### Metal 1, run 1

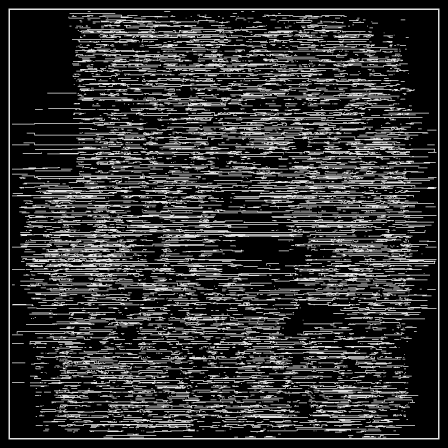
### Signal wires on met2, run 1

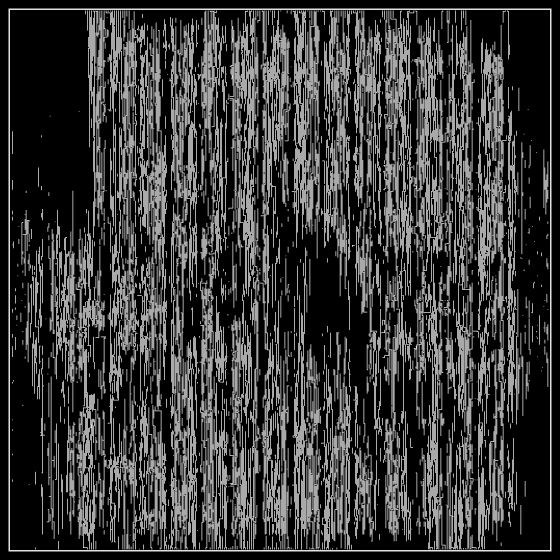
### Metal 3, run 1

Scale bar: 50 um. Cells faint in the background.
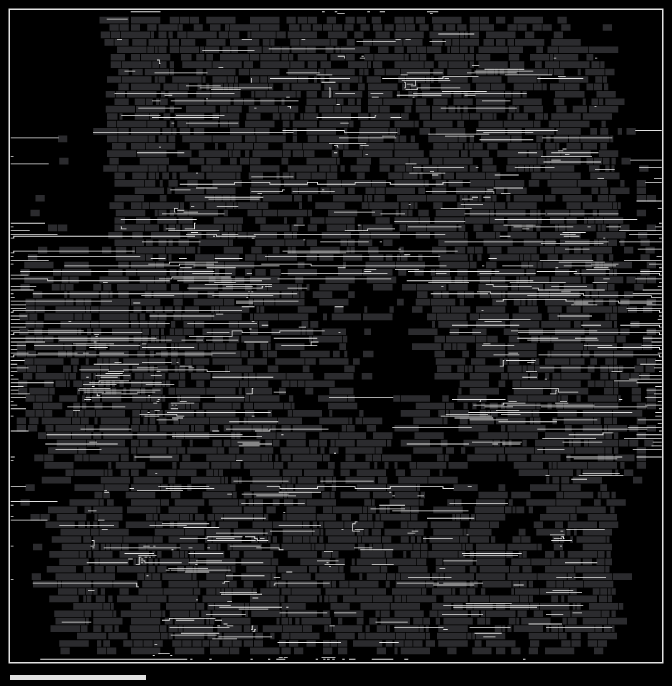
===== src/rtl/alu_station.sv =====
// ALU reservation station: holds dispatched ALU ops until both operands are
// available, captures operands from the CDB and issues one op per cycle by index priority.

package alu_station_pkg;

    typedef enum logic [4:0] {
        ADD, SUB, SLL, SLT, SLTU, XOR, SRL, SRA, OR, AND,
        ADDI, SLTI, SLTIU, XORI, ORI, ANDI, SLLI, SRLI, SRAI, LUI, AUIPC
    } instr_name_e;

endpackage

module alu_station
    import alu_station_pkg::*;
#(
    parameter int unsigned DEPTH = 4,
    parameter int unsigned TAG_W = 6
) (
    input  logic              i_clock,
    input  logic              i_reset,
    input  logic              i_flush,
    input  logic              i_disp_valid,
    input  instr_name_e       i_instr_name,
    input  logic [31:0]       i_address,
    input  logic [31:0]       i_immediate,
    input  logic [31:0]       i_data_1,
    input  logic [31:0]       i_data_2,
    input  logic              i_rdy_1,
    input  logic              i_rdy_2,
    input  logic [TAG_W-1:0]  i_tag_1,
    input  logic [TAG_W-1:0]  i_tag_2,
    input  logic [TAG_W-1:0]  i_rd_tag,
    input  logic              i_cdb_valid,
    input  logic [TAG_W-1:0]  i_cdb_tag,
    input  logic [31:0]       i_cdb_data,
    output logic              o_full,
    output logic              o_issue_valid,
    input  logic              i_issue_ready,
    output logic [31:0]       o_data_1,
    output logic [31:0]       o_data_2,
    output logic [31:0]       o_address,
    output logic [31:0]       o_immediate,
    output instr_name_e       o_instr_name,
    output logic [TAG_W-1:0]  o_rd_tag
);

    localparam int unsigned XLEN  = 32;
    localparam int unsigned IDX_W = (DEPTH > 1) ? $clog2(DEPTH) : 1;

    // Entry control state (reset) and payload (no reset needed, guarded by busy/ready)
    logic [DEPTH-1:0] busy;
    logic [DEPTH-1:0] rdy1;
    logic [DEPTH-1:0] rdy2;

    instr_name_e      ent_name [DEPTH];
    logic [XLEN-1:0]  ent_addr [DEPTH];
    logic [XLEN-1:0]  ent_imm  [DEPTH];
    logic [TAG_W-1:0] ent_rd   [DEPTH];
    logic [XLEN-1:0]  val1     [DEPTH];
    logic [XLEN-1:0]  val2     [DEPTH];
    logic [TAG_W-1:0] tag1     [DEPTH];
    logic [TAG_W-1:0] tag2     [DEPTH];

    logic [DEPTH-1:0] eligible;
    logic [IDX_W-1:0] free_idx;
    logic [IDX_W-1:0] sel_idx;
    logic             any_elig;
    logic             disp_accept;
    logic             issue_load;
    logic             byp1;
    logic             byp2;

    assign o_full      = &busy;
    assign eligible    = busy & rdy1 & rdy2;
    assign any_elig    = |eligible;
    assign disp_accept = i_disp_valid & ~o_full & ~i_flush;
    assign issue_load  = ~o_issue_valid | i_issue_ready;
    assign byp1        = i_cdb_valid && (i_cdb_tag == i_tag_1);
    assign byp2        = i_cdb_valid && (i_cdb_tag == i_tag_2);

    // Lowest-index free slot and lowest-index ready slot; scan high-to-low so the lowest wins
    always_comb begin
        free_idx = '0;
        sel_idx  = '0;
        for (int i = int'(DEPTH) - 1; i >= 0; i--) begin
            if (!busy[i]) begin
                free_idx = IDX_W'(i);
            end
            if (eligible[i]) begin
                sel_idx = IDX_W'(i);
            end
        end
    end

    // Busy/ready bookkeeping and the issue register
    always_ff @(posedge i_clock) begin
        if (i_reset) begin
            busy          <= '0;
            rdy1          <= '0;
            rdy2          <= '0;
            o_issue_valid <= 1'b0;
            o_data_1      <= '0;
            o_data_2      <= '0;
            o_address     <= '0;
            o_immediate   <= '0;
            o_instr_name  <= ADD;
            o_rd_tag      <= '0;
        end else if (i_flush) begin
            busy          <= '0;
            o_issue_valid <= 1'b0;
        end else begin
            if (issue_load) begin
                o_issue_valid <= any_elig;
                if (any_elig) begin
                    o_data_1     <= val1[sel_idx];
                    o_data_2     <= val2[sel_idx];
                    o_address    <= ent_addr[sel_idx];
                    o_immediate  <= ent_imm[sel_idx];
                    o_instr_name <= ent_name[sel_idx];
                    o_rd_tag     <= ent_rd[sel_idx];
                end
            end
            for (int i = 0; i < int'(DEPTH); i++) begin
                if (busy[i] && !rdy1[i] && i_cdb_valid && (tag1[i] == i_cdb_tag)) begin
                    rdy1[i] <= 1'b1;
                end
                if (busy[i] && !rdy2[i] && i_cdb_valid && (tag2[i] == i_cdb_tag)) begin
                    rdy2[i] <= 1'b1;
                end
                if (issue_load && any_elig && (sel_idx == IDX_W'(i))) begin
                    busy[i] <= 1'b0;
                end
                // Dispatch only targets a non-busy slot, so it never collides with wakeup or issue
                if (disp_accept && (free_idx == IDX_W'(i))) begin
                    busy[i] <= 1'b1;
                    rdy1[i] <= i_rdy_1 | byp1;
                    rdy2[i] <= i_rdy_2 | byp2;
                end
            end
        end
    end

    // Entry payload: dispatch write and CDB operand capture
    always_ff @(posedge i_clock) begin
        for (int i = 0; i < int'(DEPTH); i++) begin
            if (busy[i] && !rdy1[i] && i_cdb_valid && (tag1[i] == i_cdb_tag)) begin
                val1[i] <= i_cdb_data;
            end
            if (busy[i] && !rdy2[i] && i_cdb_valid && (tag2[i] == i_cdb_tag)) begin
                val2[i] <= i_cdb_data;
            end
            if (disp_accept && (free_idx == IDX_W'(i))) begin
                ent_name[i] <= i_instr_name;
                ent_addr[i] <= i_address;
                ent_imm[i]  <= i_immediate;
                ent_rd[i]   <= i_rd_tag;
                tag1[i]     <= i_tag_1;
                tag2[i]     <= i_tag_2;
                val1[i]     <= i_rdy_1 ? i_data_1 : i_cdb_data;
                val2[i]     <= i_rdy_2 ? i_data_2 : i_cdb_data;
            end
        end
    end

endmodule

===== config.mk =====
export PLATFORM = sky130hd
export DESIGN_NAME = alu_station
export DESIGN_NICKNAME = d
export VERILOG_FILES = /design/src/rtl/alu_station.sv
export SDC_FILE = /design/constraint.sdc
export NUM_CORES = 1
export LEC_CHECK = 0
export ABC_CLOCK_PERIOD_IN_PS = 9800
export CAP_MARGIN = 20
export CORE_MARGIN = 2
export CORE_UTILIZATION = 58
export CTS_CLUSTER_DIAMETER = 100
export CTS_CLUSTER_SIZE = 14
export DETAILED_ROUTE_END_ITERATION = 6
export PLACE_DENSITY = 0.81
export SLEW_MARGIN = 40
export SYNTH_ARGS = -nofsm -noshare
export SYNTH_HDL_FRONTEND = slang
export SYNTH_SLANG_ARGS = --single-unit

===== constraint.sdc =====
create_clock -name i_clock -period 9.8 [get_ports i_clock]
set_input_delay 1.96 -clock i_clock [delete_from_list [all_inputs] [get_ports i_clock]]
set_output_delay 1.96 -clock i_clock [all_outputs]
set_load 0.05 [all_outputs]

==> qor.yml, run 1 <==
final_timing:
  skew_ns: 0.0192
  whs_ns: 0.524
  tightest_slew_ns: 0.928
  maxSlewHeadroom_pct: 38.2
clock_network:
  ctsHoldBuffers: 0
  worstSkewPairLatency_ns: 0.64
synthesis:
  syn-cell-area_um2: 32000
  largest_area_cell: "edfxtp_1"
  yosysUniqueCellTypes: 51
  avgSynthCellArea_um2: 14.4
  edf_count: 604
cells_and_area:
  nets: 2660
  clk_share_pct: 4.51
  sh_seq_area_pct: 56.4
  final-nonclk-buf-share_pct: 10.1
  clkbuf_count: 109
  drive_gt1_share_pct: 14.6
  flop_area_um2: 21200
power_and_ir_drop:
  intPower_uw: 4790
  powerDensity_nw_per_um2: 161
  powerSeq_uw: 3510
  p_leak_uw: 0.0118
  combPwrFrac_pct: 5.0
  powerClk_uw: 2240
  ir_worst_vdd_uv: 154
  seq_power_share_pct: 58.0
  p_switching_uw: 1270
die:
  row_count: 86
  io_pins: 338
  die-area_um2: 57100
  fp-utilization_pct: 58.4
  die_height_um: 239
global_route:
  grt_pass1_vias: 21900
  grt-ovfl-total: 0
  antenna_found_initial: 20
  grt_use_total_pct: 30.6
outcome:
  outcome: "finished clean"
flow_run:
  drv_cap: 0
hold_path:
  hold_class: "flip-flop to flip-flop"
setup_path:
  worstPathRequired_ns: 10.27
  r2r-end: "o_data_1[29]"
place:
  place_congestion: 0.882
  place_inst: 3104
routing:
  routed_via_density: 6.67
About 'Metal 1':
The longest straight run is 80.0 um. The layer carries 33.4 mm of wire. The layer holds 37% of the routed length. The wires run mostly horizontal.

About 'Signal wires on met2':
2,332 nets have wire on it. The layer carries 44.1 mm of wire. The longest straight run is 84.8 um.

About 'Metal 3':
The longest straight run is 96.6 um. The layer holds 9.5% of the routed length. The wires run mostly horizontal. 351 nets have wire on it.

run 1: worst min-delay path by stage:
stage                               start         endpoint  depth (start not counted)
after global placement    o_immediate[11]  o_immediate[11]                          2
final                      o_immediate[5]   o_immediate[5]                          2
after detailed placement     o_data_2[31]     o_data_2[31]                          2
after floorplan                   rdy2[3]          rdy2[3]                          2
after global routing          o_data_2[5]      o_data_2[5]                          2
after CTS                    o_address[5]     o_address[5]                          2
run 1: flip-flops by register name (all words and copies together) (netlist names):
signal	flops
val1	128
tag2	24
ent_imm	128
o_rd_tag	6
tag1	24
o_data_1	32
ent_name	20
rdy2	4
o_data_2	32
o_instr_name	5
ent_addr	128
rdy1	4
val2	128
ent_rd	24
o_address	32
o_immediate	32
busy	4
o_issue_valid	1
run 1: cells in the final DEF (no fill, tap or decap), types with 59 or more instances in the layout:
cell type,Yosys,layout
nand2_1,148,145
clkbuf_16,0,59
clkdlybuf4s50_1,0,336
mux2_4,120,120
mux2_2,120,120
a22oi_1,139,139
dfxtp_1,152,152
nand3_1,142,142
a21oi_1,144,144
edfxtp_1,604,604
a21o_1,140,139
a311oi_1,146,146
run 1: worst reg2reg max path, cell delays in order, from the launching register on:
cell and delay (ns):
dfxtp_1 0.53, nand3_1 0.32, nand4_1 0.18, buf_6 0.60, and2_4 0.76, buf_4 0.68, buf_4 0.67, a311oi_1 0.26
run 1: metal layers:
layer | track usage [%] | vias up | wire length (um)
met1 | 39.3 | 10900 | 33400
met4 | 12.9 | 16 | 3410
met2 | 50.9 | 1230 | 44100
met3 | 6.50 | 230 | 8530
li1 | - | 9176 | -
met5 | 0 | - | 105
run 1: stage by stage:
stage	total power (uW)	setup slack, ns
after global placement	3870	3.87
after floorplan	3720	3.03
after global routing	6200	4.60
final	6060	4.62
after CTS	6070	4.76
after detailed placement	3880	4.05
==> run 1 -> run 2 <==
--- a/config.mk
+++ b/config.mk
@@ -5,14 +5,14 @@
 export SDC_FILE = /design/constraint.sdc
 export NUM_CORES = 1
 export LEC_CHECK = 0
-export ABC_CLOCK_PERIOD_IN_PS = 9800
+export ABC_CLOCK_PERIOD_IN_PS = 4400
 export CAP_MARGIN = 20
 export CORE_MARGIN = 2
-export CORE_UTILIZATION = 58
+export CORE_UTILIZATION = 51
 export CTS_CLUSTER_DIAMETER = 100
 export CTS_CLUSTER_SIZE = 14
 export DETAILED_ROUTE_END_ITERATION = 6
-export PLACE_DENSITY = 0.81
+export PLACE_DENSITY = 0.76
 export SLEW_MARGIN = 40
 export SYNTH_ARGS = -nofsm -noshare
 export SYNTH_HDL_FRONTEND = slang
==> constraint.sdc (replaced) <==
create_clock -name i_clock -period 4.4 [get_ports i_clock]
set_input_delay 0.88 -clock i_clock [delete_from_list [all_inputs] [get_ports i_clock]]
set_output_delay 0.88 -clock i_clock [all_outputs]
set_load 0.05 [all_outputs]
### Metal 3, run 2

Scale bar: 100 um. Cells faint in the background.
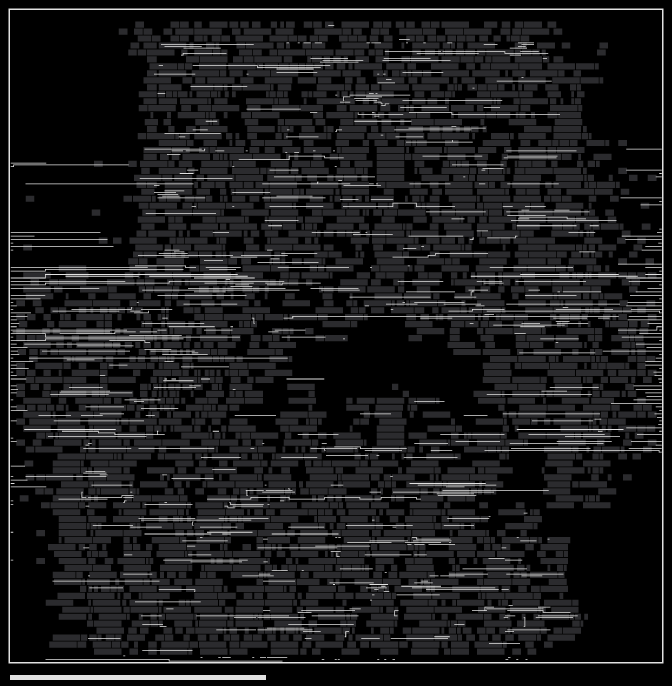
The layer holds 9.4% of the routed length. The layer carries 8,280 um of wire.

==> run 2 against run 1 <==
Net effect: first-iteration DRC count fell by 5.1%; hold slack lost 0.0022 ns; combinational power increased by 120%; global-route usage is 4.0 points lower; highest routed layer unchanged; routed wire length is 1.7% lower; clock power rose by 120%; sequential share of layout area down 0.23 points; largest power group unchanged.
==> qor.yml, run 2 <==
routing:
  routed_via_density: 6.28
final_timing:
  maxSlewHeadroom_pct: 41.8
  setup_slack_ns: 0.870
  skew_ns: 0.0272
  whs_ns: 0.522
  setup_violations: 0
  tightest_slew_ns: 0.874
hold_path:
  min_delay_worst_endpoint: "o_immediate[10]"
  hold_class: "flip-flop to flip-flop"
  min_from: "o_immediate[10]"
  hold_path_depth: 2
setup_path:
  crit_path_start: "busy[2]"
  worstPathRequired_ns: 3.52
  r2r-end: "o_address[26]"
clock_network:
  ctsHoldBuffers: 0
  worstSkewPairLatency_ns: 0.65
power_and_ir_drop:
  ir_worst_vdd_uv: 367
  powerDensity_nw_per_um2: 358
  total_power_uw: 13500
  p_leak_uw: 0.0118
die:
  io_pins: 338
  row_count: 91
  die_height_um: 255
  fp-utilization_pct: 51.7
  die-area_um2: 64800
synthesis:
  avgSynthCellArea_um2: 14.4
  yosysUniqueCellTypes: 51
  ys_ff: 756
  edf_count: 604
  largest_area_cell: "edfxtp_1"
  syn-cell-area_um2: 32000
global_route:
  grt_pass1_vias: 21200
  antenna_found_initial: 17
  grt_use_total_pct: 26.7
cells_and_area:
  flop_area_um2: 21200
  mostFrequentLayoutCells: "604 x edfxtp_1, 336 x clkdlybuf4s50_1, 152 x dfxtp_1"
  drive_gt1_share_pct: 14.8
  lay_top_count: "edfxtp_1"
  nets: 2665
place:
  place_congestion: 0.846
  dp_slack_ns: 0.845
outcome:
  outcome: "finished clean"
flow_run:
  drv_cap: 0
-- run 2: power breakdown --
group | total, uW | internal (uW) | switching [uW]
registers | 7820 | 7800 | 24.2
logic | 674 | 332 | 342
clock network | 4980 | 2540 | 2440
-- run 2: through the flow --
step / utilization, % / setup TNS (ns)
floorplan: - / -0.704
global placement: 58.0 / 0
detailed placement: 58.0 / 0
CTS: 60.8 / 0
global route: 60.8 / 0
finish: 60.8 / 0
-- run 2: layout make-up --
cell class | instances | area share (%)
timing repair buffer | 376 | 10.0
tap | 837 | 2.78
clock buffer | 108 | 4.41
clock inverter | 3 | 0.146
inverter | 5 | 0.0631
multi-input combinational | 1270 | 26.3
sequential | 756 | 56.2
antenna | 11 | 0.0730
-- run 2: per-layer routing --
metal	track usage [%]	share of wire [%]
met1	35.2	38
met2	43.3	49
met3	5.55	9.4
met4	10.8	3.5
met5	0	0.095
-- run 2: cells by family after synthesis --
logic type	after synthesis
buf+inv	197
simple gates	365
mux	256
flops	756
xor+xnor	60
compound gates	589
-- run 2: worst max-delay path by stage --
| stage | to | slack (ns) | cells past startpoint |
|---|---|---|---|
| final | o_full | 0.87 | 3 |
| after global routing | o_full | 0.84 | 3 |
| after CTS | o_full | 0.94 | 3 |
| after detailed placement | val2[1][20] | 0.84 | 6 |
| after global placement | val2[1][23] | 0.94 | 6 |
| after floorplan | val1[0][10] | -0.01 | 5 |
-- run 2: worst reg2reg max path, stage by stage, from the launching register on --
cell and delay (ns):
dfxtp_1 0.62, nand3_4 0.76, nand4_1 0.50, buf_12 0.64
a21oi_1 0.31, a311oi_1 0.36
No activity file was given, so power comes from the tool's default toggle rates.
